### src/rtl/pipe_run_ctrl.sv
// rtl/pipe_run_ctrl.sv - run control, halt sequencing and performance counters for the pipelined core
//
// Purpose:
//   Gates instruction fetch and pipeline advance. Execution starts on a start
//   pulse. It stops when an EBREAK or ECALL retires, or when the cycle budget
//   runs out. Before halting, the block drains the instructions still in flight.
//   It also exposes the cycle, retire and stall counters and the halt cause.
//
// Optional feature macro: PIPE_RUN_CTRL_STALL_CNT_EN
//   Defined   : stall_cnt counts stall cycles spent in RUN or DRAIN.
//   Undefined : stall_cnt is tied to 0 and the stall input is unused.
//
// Ports:
//   clk          in   core clock, rising edge
//   rst_n        in   asynchronous active-low reset
//   start        in   pulse that leaves IDLE and begins execution
//   clear        in   synchronous return to IDLE with all counters zeroed
//   retire_valid in   an instruction leaves WB this cycle
//   retire_instr in   encoding of the retiring instruction
//   stall        in   hazard unit is stalling IF/ID this cycle
//   fetch_en     out  IF may fetch / advance the PC
//   pipe_en      out  pipeline registers may advance
//   halted       out  block is in HALTED
//   halt_cause   out  00 none, 01 EBREAK, 10 ECALL, 11 timeout
//   cycle_cnt    out  cycles spent in RUN and DRAIN
//   instret_cnt  out  retired instructions
//   stall_cnt    out  stall cycles spent in RUN and DRAIN
module pipe_run_ctrl #(
  parameter int CNT_W      = 32,
  parameter int MAX_CYCLES = 12,
  parameter int DRAIN_CYC  = 4,
  parameter int XLEN       = 32
) (
  input  logic             clk,
  input  logic             rst_n,
  input  logic             start,
  input  logic             clear,
  input  logic             retire_valid,
  input  logic [XLEN-1:0]  retire_instr,
  input  logic             stall,
  output logic             fetch_en,
  output logic             pipe_en,
  output logic             halted,
  output logic [1:0]       halt_cause,
  output logic [CNT_W-1:0] cycle_cnt,
  output logic [CNT_W-1:0] instret_cnt,
  output logic [CNT_W-1:0] stall_cnt
);

  typedef enum logic [1:0] {S_IDLE, S_RUN, S_DRAIN, S_HALTED} state_t;

  localparam logic [XLEN-1:0]  INSTR_EBREAK = XLEN'(32'h00100073);
  localparam logic [XLEN-1:0]  INSTR_ECALL  = XLEN'(32'h00000073);
  localparam logic [CNT_W-1:0] CNT_ALL_ONES = '1;
  // Only compared against when MAX_CYCLES != 0, so the wrap for 0 never matters.
  localparam logic [CNT_W-1:0] TIMEOUT_AT   = CNT_W'(MAX_CYCLES - 1);
  localparam logic [3:0]       DRAIN_LOAD   = 4'(DRAIN_CYC - 1);

  function automatic logic [CNT_W-1:0] sat_inc(input logic [CNT_W-1:0] v);
    return (v == CNT_ALL_ONES) ? v : v + CNT_W'(1);
  endfunction

  state_t           state_q, state_d;
  logic [3:0]       drain_q, drain_d;
  logic [1:0]       cause_q, cause_d;
  logic [CNT_W-1:0] cycle_q, cycle_d;
  logic [CNT_W-1:0] instret_q, instret_d;
  logic             fetch_en_q, fetch_en_d;
  logic             pipe_en_q, pipe_en_d;
  logic             halted_q, halted_d;
  logic             active;
  logic             is_ebreak, is_ecall, timeout_hit;

  always_comb begin
    state_d     = state_q;
    drain_d     = drain_q;
    cause_d     = cause_q;
    cycle_d     = cycle_q;
    instret_d   = instret_q;
    active      = (state_q == S_RUN) || (state_q == S_DRAIN);
    is_ebreak   = retire_valid && (retire_instr == INSTR_EBREAK);
    is_ecall    = retire_valid && (retire_instr == INSTR_ECALL);
    timeout_hit = (MAX_CYCLES != 0) && (cycle_q == TIMEOUT_AT);

    if (clear) begin
      state_d   = S_IDLE;
      drain_d   = '0;
      cause_d   = 2'b00;
      cycle_d   = '0;
      instret_d = '0;
    end else begin
      if (active) begin
        cycle_d = sat_inc(cycle_q);
        if (retire_valid) instret_d = sat_inc(instret_q);
      end
      unique case (state_q)
        S_IDLE: begin
          if (start) state_d = S_RUN;
        end
        S_RUN: begin
          // Retire-based causes win over the timeout on the same cycle.
          if (is_ebreak || is_ecall || timeout_hit) begin
            state_d = S_DRAIN;
            drain_d = DRAIN_LOAD;
            cause_d = is_ebreak ? 2'b01 : (is_ecall ? 2'b10 : 2'b11);
          end
        end
        S_DRAIN: begin
          if (drain_q == 4'd0) state_d = S_HALTED;
          else                 drain_d = drain_q - 4'd1;
        end
        S_HALTED: begin
        end
        default: state_d = S_IDLE;
      endcase
    end

    // Outputs are registered: they follow the state being entered.
    fetch_en_d = (state_d == S_RUN);
    pipe_en_d  = (state_d == S_RUN) || (state_d == S_DRAIN);
    halted_d   = (state_d == S_HALTED);
  end

  always_ff @(posedge clk or negedge rst_n) begin
    if (!rst_n) begin
      state_q    <= S_IDLE;
      drain_q    <= '0;
      cause_q    <= 2'b00;
      cycle_q    <= '0;
      instret_q  <= '0;
      fetch_en_q <= 1'b0;
      pipe_en_q  <= 1'b0;
      halted_q   <= 1'b0;
    end else begin
      state_q    <= state_d;
      drain_q    <= drain_d;
      cause_q    <= cause_d;
      cycle_q    <= cycle_d;
      instret_q  <= instret_d;
      fetch_en_q <= fetch_en_d;
      pipe_en_q  <= pipe_en_d;
      halted_q   <= halted_d;
    end
  end

`ifdef PIPE_RUN_CTRL_STALL_CNT_EN
  logic [CNT_W-1:0] stall_q, stall_d;

  always_comb begin
    stall_d = stall_q;
    if (clear)                stall_d = '0;
    else if (active && stall) stall_d = sat_inc(stall_q);
  end

  always_ff @(posedge clk or negedge rst_n) begin
    if (!rst_n) stall_q <= '0;
    else        stall_q <= stall_d;
  end

  assign stall_cnt = stall_q;
`else
  logic unused_stall;
  assign unused_stall = stall;
  assign stall_cnt    = '0;
`endif

  assign fetch_en    = fetch_en_q;
  assign pipe_en     = pipe_en_q;
  assign halted      = halted_q;
  assign halt_cause  = cause_q;
  assign cycle_cnt   = cycle_q;
  assign instret_cnt = instret_q;

endmodule

### config.mk
export PLATFORM = sky130hd
export DESIGN_NAME = pipe_run_ctrl
export DESIGN_NICKNAME = d
export VERILOG_FILES = /design/src/rtl/pipe_run_ctrl.sv
export SDC_FILE = /design/constraint.sdc
export NUM_CORES = 1
export LEC_CHECK = 0
export CAP_MARGIN = 20
export CORE_ASPECT_RATIO = 0.9
export CORE_MARGIN = 5
export CORE_UTILIZATION = 43
export DETAILED_ROUTE_END_ITERATION = 10
export PLACE_DENSITY = 0.89
export SLEW_MARGIN = 40
export SYNTH_ARGS = -nofsm -noshare
export SYNTH_HDL_FRONTEND = slang
export SYNTH_SLANG_ARGS = --single-unit
### constraint.sdc
create_clock -name clk -period 2.2 [get_ports clk]
set_input_delay 0.66 -clock clk [delete_from_list [all_inputs] [get_ports clk]]
set_output_delay 0.66 -clock clk [all_outputs]
set_load 0.02 [all_outputs]
zoom.png
The bar under the picture is 10 µm long. Window x 47 to 72, y 20 to 45 µm. Cells in gray, sequential cells in the stronger gray; small squares are vias.
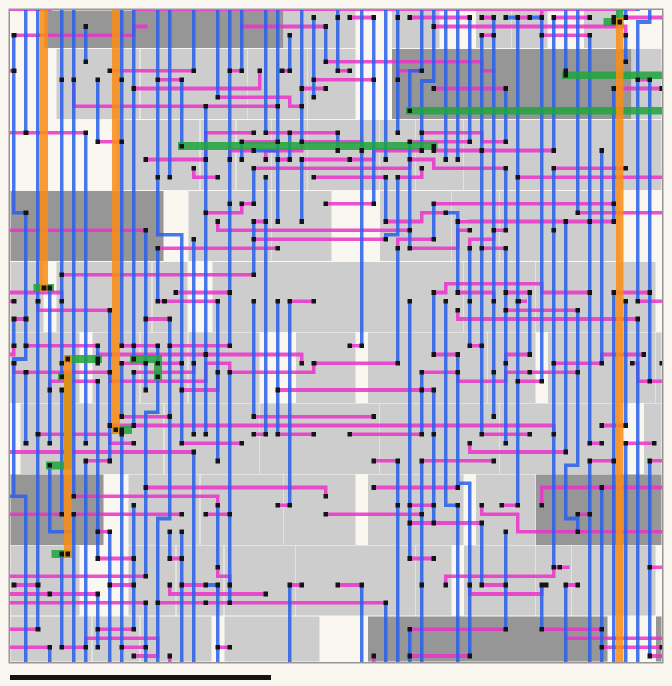
- magenta: met1
- green: met3
- orange: met4
- blue: met2
- cells with their middle in the window: 66
- netlist names of flops here include: drain_q (3), state_q (2)
- sequential cells in the window: 5
- most frequent: buf_4 (8)

==> design notes <==
The count of plain and timing-repair buffers works out to 174. The slowest stage of the critical path belongs to the cell sky130_fd_sc_hd__ha_1. The tools report the synthesized chip area reported by yosys as 4610 µm². The run reported a max-capacitance violation count of 0. The cts-stage hold buffer count came out at 0. In the synthesized netlist, the cells that appear most often are sky130_fd_sc_hd__dfrtp_1, sky130_fd_sc_hd__a21oi_1, sky130_fd_sc_hd__o21ai_0, sky130_fd_sc_hd__or3_1, sky130_fd_sc_hd__buf_4. The height of the die works out to 108 µm. The flow reported a cell area power density of 466 nW/µm².

The gate-level netlist out of Yosys references 59 unique cell types. The design draws 3060 µW. The highest net fanout along the worst path is 3.

With the longest individual stage delay on the worst path at 0.31 ns, the routed metal-1 wire length is 5620 µm. Before any placement, the netlist area is recorded as 4610 µm². With the minimum clock period at 2.20 ns, the width of the chip is 119 µm.

Broken down by cell family, the worst path's largest delay share belongs to simple AND/OR/NAND/NOR gates. The overall global routing resource usage was 0.214; the clock-pin slew of the registers on the worst-case setup and hold paths was 0.06 ns. STA classifies the critical path startpoint as a primary input. For reference, the post-synthesis area per instance comes to 8.89 µm². The layout has 14 clock buffers. The destination of the critical timing path is pipe_en$_DFF_PN0_. Post-synth the commonest register cell is sky130_fd_sc_hd__dfrtp_1.

With the power consumed by combinational cells at 377 µW, the post-route fraction of the period consumed by the critical path is 1.00. The net count of the finished layout is 730. For this floorplan the total number of well-tap instances is 129. The run gives 764 µW as the switching component of the power.

The tools report the total core area as 10400 µm². The most frequently used library cell after synthesis is sky130_fd_sc_hd__dfrtp_1. For reference, the most critical setup path is categorized as in2reg. The pre-antenna-repair detailed-routing pass consisted of 5 iterations. The final global-route overflow total came out at 0. The flow ran to the end, and the final reports show no timing, DRC or antenna violations. The run gives 0.0141 for the post-synthesis mux area share.

The wire length on met3 is 814 µm. The number of logic stages on the critical path including buffering is 8, and the number of buffers created by CTS is 9. The post-synthesis compound-gate area fraction is 0.164, and the data arrival at the endpoint of the critical path is 2.43 ns. The warning total across the stage logs works out to 35. Looking at the post-CTS report, the setup buffer insertion count equals 3. The antenna cell count was 0.
final_placement.png
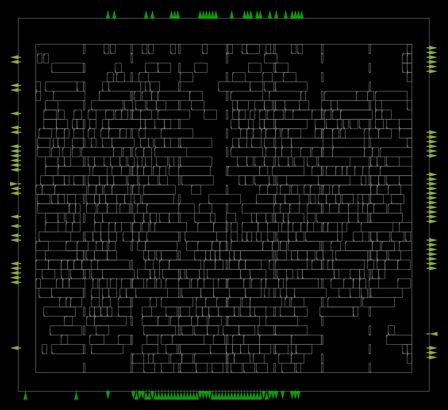
cell row count: 35
fill cell count: 851
non-filler cells, final: 813

Power is estimated from default activity; no workload was simulated.
